===== src/rtl/window_fetch_ctrl_pkg.sv =====
// window_fetch_ctrl_pkg: shared image geometry, FSM state encoding and 3x3 tap offset tables.
//   IMG_W/IMG_H : default image size in pixels (IMG_W a power of two)
//   AW/DW       : pixel index / ROM address width and pixel data width
//   LAST_PIX    : index of the final pixel of a default-sized frame
//   tap_row/col : position of tap k inside the window (0..2); offset from centre is value-1
package window_fetch_ctrl_pkg;
    localparam int IMG_W    = 128;
    localparam int IMG_H    = 128;
    localparam int AW       = 14;
    localparam int DW       = 8;
    localparam int LAST_PIX = IMG_W * IMG_H - 1;

    typedef enum logic [2:0] {S_IDLE, S_FETCH, S_WAIT, S_OUT, S_ADV, S_DONE} state_t;

    function automatic logic [1:0] tap_row(input logic [3:0] k);
        return (k >= 4'd6) ? 2'd2 : (k >= 4'd3) ? 2'd1 : 2'd0;
    endfunction

    function automatic logic [1:0] tap_col(input logic [3:0] k);
        return (k == 4'd0 || k == 4'd3 || k == 4'd6) ? 2'd0 :
               (k == 4'd1 || k == 4'd4 || k == 4'd7) ? 2'd1 : 2'd2;
    endfunction
endpackage


===== src/rtl/window_fetch_ctrl_nb_addr_calc.sv =====
// nb_addr_calc: combinational neighbour address and border test for one 3x3 tap.
//   count     in  AW : centre pixel index (row-major)
//   k         in  4  : tap index 0..8, row-major, 0 = top-left
//   rd_addr   out AW : ROM address of the tap (meaningful only when in_bounds)
//   in_bounds out 1  : tap lies inside the image (no wrap between rows)
module nb_addr_calc #(
    parameter int IMG_W = window_fetch_ctrl_pkg::IMG_W,
    parameter int IMG_H = window_fetch_ctrl_pkg::IMG_H,
    parameter int AW    = window_fetch_ctrl_pkg::AW
) (
    input  logic [AW-1:0] count,
    input  logic [3:0]    k,
    output logic [AW-1:0] rd_addr,
    output logic          in_bounds
);
    import window_fetch_ctrl_pkg::*;

    localparam int            LW       = $clog2(IMG_W);
    localparam logic [AW-1:0] ROW_LAST = AW'(IMG_H - 1);
    localparam logic [AW-1:0] COL_LAST = AW'(IMG_W - 1);

    logic [AW-1:0] row;
    logic [AW-1:0] col;
    logic [1:0]    tr;
    logic [1:0]    tc;

    always_comb begin
        row = count >> LW;
        col = count & COL_LAST;
        tr  = tap_row(k);
        tc  = tap_col(k);
        // each border only excludes taps that step outward across it
        in_bounds = !(tr == 2'd0 && row == '0) && !(tr == 2'd2 && row == ROW_LAST) &&
                    !(tc == 2'd0 && col == '0) && !(tc == 2'd2 && col == COL_LAST);
        // count + (tr-1)*IMG_W + (tc-1), done modulo 2**AW
        rd_addr = count + (AW'(tr) << LW) + AW'(tc) - AW'(IMG_W) - AW'(1);
    end
endmodule


===== src/rtl/window_fetch_ctrl.sv =====
// window_fetch_ctrl: raster-scan 3x3 window fetcher with zero padding and valid/ready output.
//   clk, rst            : clock, asynchronous active-high reset
//   start               : begin a frame (only honoured in IDLE)
//   count               : centre pixel index from the external pixel counter
//   clear, keep         : counter control (clear to 0 / hold; keep=0 increments)
//   rd_en, rd_addr      : synchronous ROM read; rd_data arrives the following cycle
//   win_data, win_valid : 3x3 window, tap k at [DW*k +: DW]; held until win_ready
//   busy, done          : frame in progress / one-cycle end-of-frame pulse
module window_fetch_ctrl #(
    parameter int IMG_W = window_fetch_ctrl_pkg::IMG_W,
    parameter int IMG_H = window_fetch_ctrl_pkg::IMG_H,
    parameter int AW    = window_fetch_ctrl_pkg::AW,
    parameter int DW    = window_fetch_ctrl_pkg::DW
) (
    input  logic            clk,
    input  logic            rst,
    input  logic            start,
    input  logic [AW-1:0]   count,
    output logic            clear,
    output logic            keep,
    output logic            rd_en,
    output logic [AW-1:0]   rd_addr,
    input  logic [DW-1:0]   rd_data,
    output logic [9*DW-1:0] win_data,
    output logic            win_valid,
    input  logic            win_ready,
    output logic            busy,
    output logic            done
);
    import window_fetch_ctrl_pkg::*;

    localparam logic [AW-1:0] LAST = AW'(IMG_W * IMG_H - 1);

    state_t          state_q, state_d;
    logic [3:0]      k_q, k_d;
    logic [3:0]      kd_q, kd_d;
    logic            inb_q, inb_d;
    logic            cap_q, cap_d;
    logic [9*DW-1:0] win_q, win_d;
    logic [AW-1:0]   nb_addr;
    logic            nb_inb;

    nb_addr_calc #(.IMG_W(IMG_W), .IMG_H(IMG_H), .AW(AW)) u_addr (
        .count     (count),
        .k         (k_q),
        .rd_addr   (nb_addr),
        .in_bounds (nb_inb)
    );

    always_ff @(posedge clk or posedge rst) begin
        if (rst) begin
            state_q <= S_IDLE;
            k_q     <= '0;
            kd_q    <= '0;
            inb_q   <= 1'b0;
            cap_q   <= 1'b0;
            win_q   <= '0;
        end else begin
            state_q <= state_d;
            k_q     <= k_d;
            kd_q    <= kd_d;
            inb_q   <= inb_d;
            cap_q   <= cap_d;
            win_q   <= win_d;
        end
    end

    always_comb begin
        state_d   = state_q;
        k_d       = k_q;
        kd_d      = k_q;
        inb_d     = nb_inb;
        cap_d     = 1'b0;
        win_d     = win_q;
        clear     = 1'b0;
        keep      = 1'b1;
        rd_en     = 1'b0;
        rd_addr   = '0;
        win_valid = 1'b0;
        busy      = 1'b1;
        done      = 1'b0;
        // the tap issued last cycle lands now: ROM data if it was read, else padding
        if (cap_q)
            win_d[DW*kd_q +: DW] = inb_q ? rd_data : '0;
        case (state_q)
            S_IDLE: begin
                clear = 1'b1;
                busy  = 1'b0;
                if (start) begin
                    state_d = S_FETCH;
                    k_d     = '0;
                end
            end
            S_FETCH: begin
                rd_en   = nb_inb;
                rd_addr = nb_inb ? nb_addr : '0;
                cap_d   = 1'b1;
                k_d     = k_q + 4'd1;
                state_d = (k_q == 4'd8) ? S_WAIT : S_FETCH;
            end
            S_WAIT: state_d = S_OUT;
            S_OUT: begin
                win_valid = 1'b1;
                if (win_ready)
                    state_d = (count == LAST) ? S_DONE : S_ADV;
            end
            S_ADV: begin
                keep    = 1'b0;
                k_d     = '0;
                state_d = S_FETCH;
            end
            S_DONE: begin
                clear   = 1'b1;
                busy    = 1'b0;
                done    = 1'b1;
                state_d = S_IDLE;
            end
            default: state_d = S_IDLE;
        endcase
    end

    assign win_data = win_q;
endmodule

===== config.mk =====
export PLATFORM = sky130hd
export DESIGN_NAME = window_fetch_ctrl
export DESIGN_NICKNAME = d
export VERILOG_FILES = /design/src/rtl/window_fetch_ctrl_pkg.sv /design/src/rtl/window_fetch_ctrl_nb_addr_calc.sv /design/src/rtl/window_fetch_ctrl.sv
export SDC_FILE = /design/constraint.sdc
export NUM_CORES = 1
export LEC_CHECK = 0
export ABC_CLOCK_PERIOD_IN_PS = 4670
export CAP_MARGIN = 0
export CORE_MARGIN = 2
export CORE_UTILIZATION = 46
export CTS_BUF_LIST = sky130_fd_sc_hd__clkbuf_4
export DETAILED_ROUTE_END_ITERATION = 6
export PLACE_DENSITY = 0.85
export SYNTH_ARGS = -nofsm -noshare
export SYNTH_HDL_FRONTEND = slang
export SYNTH_SLANG_ARGS = --single-unit

===== constraint.sdc =====
create_clock -name clk -period 4.67 [get_ports clk]
set_clock_uncertainty 0.05 [all_clocks]
set_input_delay 1.401 -clock clk [delete_from_list [all_inputs] [get_ports clk]]
set_output_delay 1.401 -clock clk [all_outputs]
set_load 0.02 [all_outputs]

==> run summary <==
Floorplan Nets: 556
Final-report setup violation count: 15
Max Freq: 205 MHz
Most frequent logic cell in the layout: buf_4
GRT Total Usage: 25.6%
RSZ-0062 raised after global routing: true
Total design power: 5.25 mW
Sequential area share after synthesis: 44.8%
R2R depth: 7
Total of warnings raised by yosys: 0
Status: finished, violations left
Floorplan utilization: 46.6%
Non-filler cells, final: 835
Dominant cell type by area after synthesis: dfrtp_1
Met1 usage: 30.8%
Final worst setup slack: -0.218 ns
TritonCTS Buffers: 9
Finished Cell Area: 7190 µm²
Failing checks: negative setup slack
Yosys top cell by instances: dfrtp_1
[sequential cells by signal (all words and copies together), names as in the netlist]
signal,count
inb_q,1
kd_q,4
state_q,3
cap_q,1
win_data,72
k_q,4
[metal layers]
layer | wire length [µm] | part of all wire [%]
met1 | 5900 | 41
met2 | 7110 | 50
met3 | 933 | 6.5
met4 | 384 | 2.7
met5 | 0 | 0
[cell type report]
class / instances / area, µm²
clock buffers: 10 / 75.1
clock inverters: 6 / 70.1
fillers: 714 / 2990
inverters: 34 / 149
multi-input cells: 361 / 2770
flip-flops and latches: 85 / 2130
well taps: 136 / 170
repair buffers: 203 / 1830
[timing repair]
action | in CTS | in global routing
setup buffers | 15 | 4
gates resized | 165 | 17
pin swaps | 27 | 13
gates cloned | 1 | 0
endpoints found under the setup margin | 15 | 15
**The metal 3 layer**

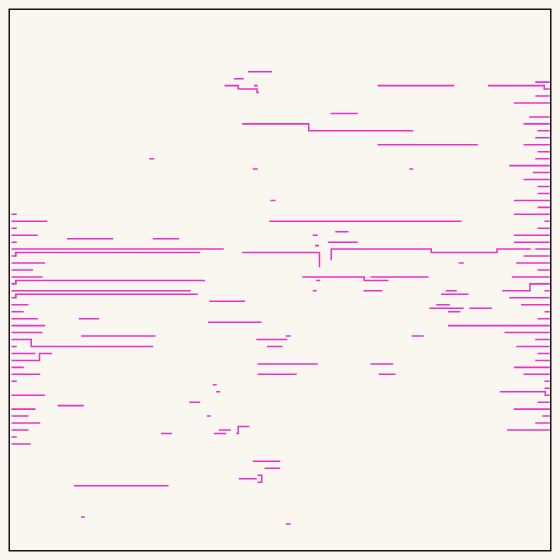
wire length on this layer: 934 µm
longest straight run: 41.2 µm
nets with wire on the layer: 118
share of all routed wire: 6.5%
met3 usage: 5.44%
DR vias: 4568
Routed Wire Length: 14.3 mm

**Power grid**

The bar under the picture is 20 µm long. Pins as bars on the die edge.
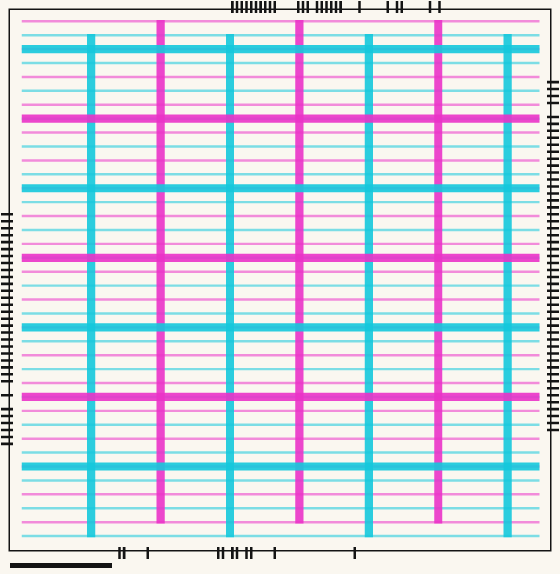
| net | colour |
|---|---|
| VDD | magenta |
| VSS | cyan |
met4 straps: 7
met1 rails: 38
signal pins: 118
met5 straps: 7
peak supply drop: 655 µV
Die W: 106 µm
die height: 106 µm

**Metal 2**

The bar under the picture is 20 µm long.
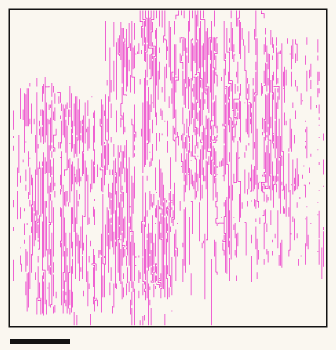
nets with wire on the layer: 648
share of all routed wire: 50%
longest straight run: 47.3 µm
wire length on this layer: 7110 µm
M2 GR Usage: 44.2%

Power is estimated from default activity; no workload was simulated.
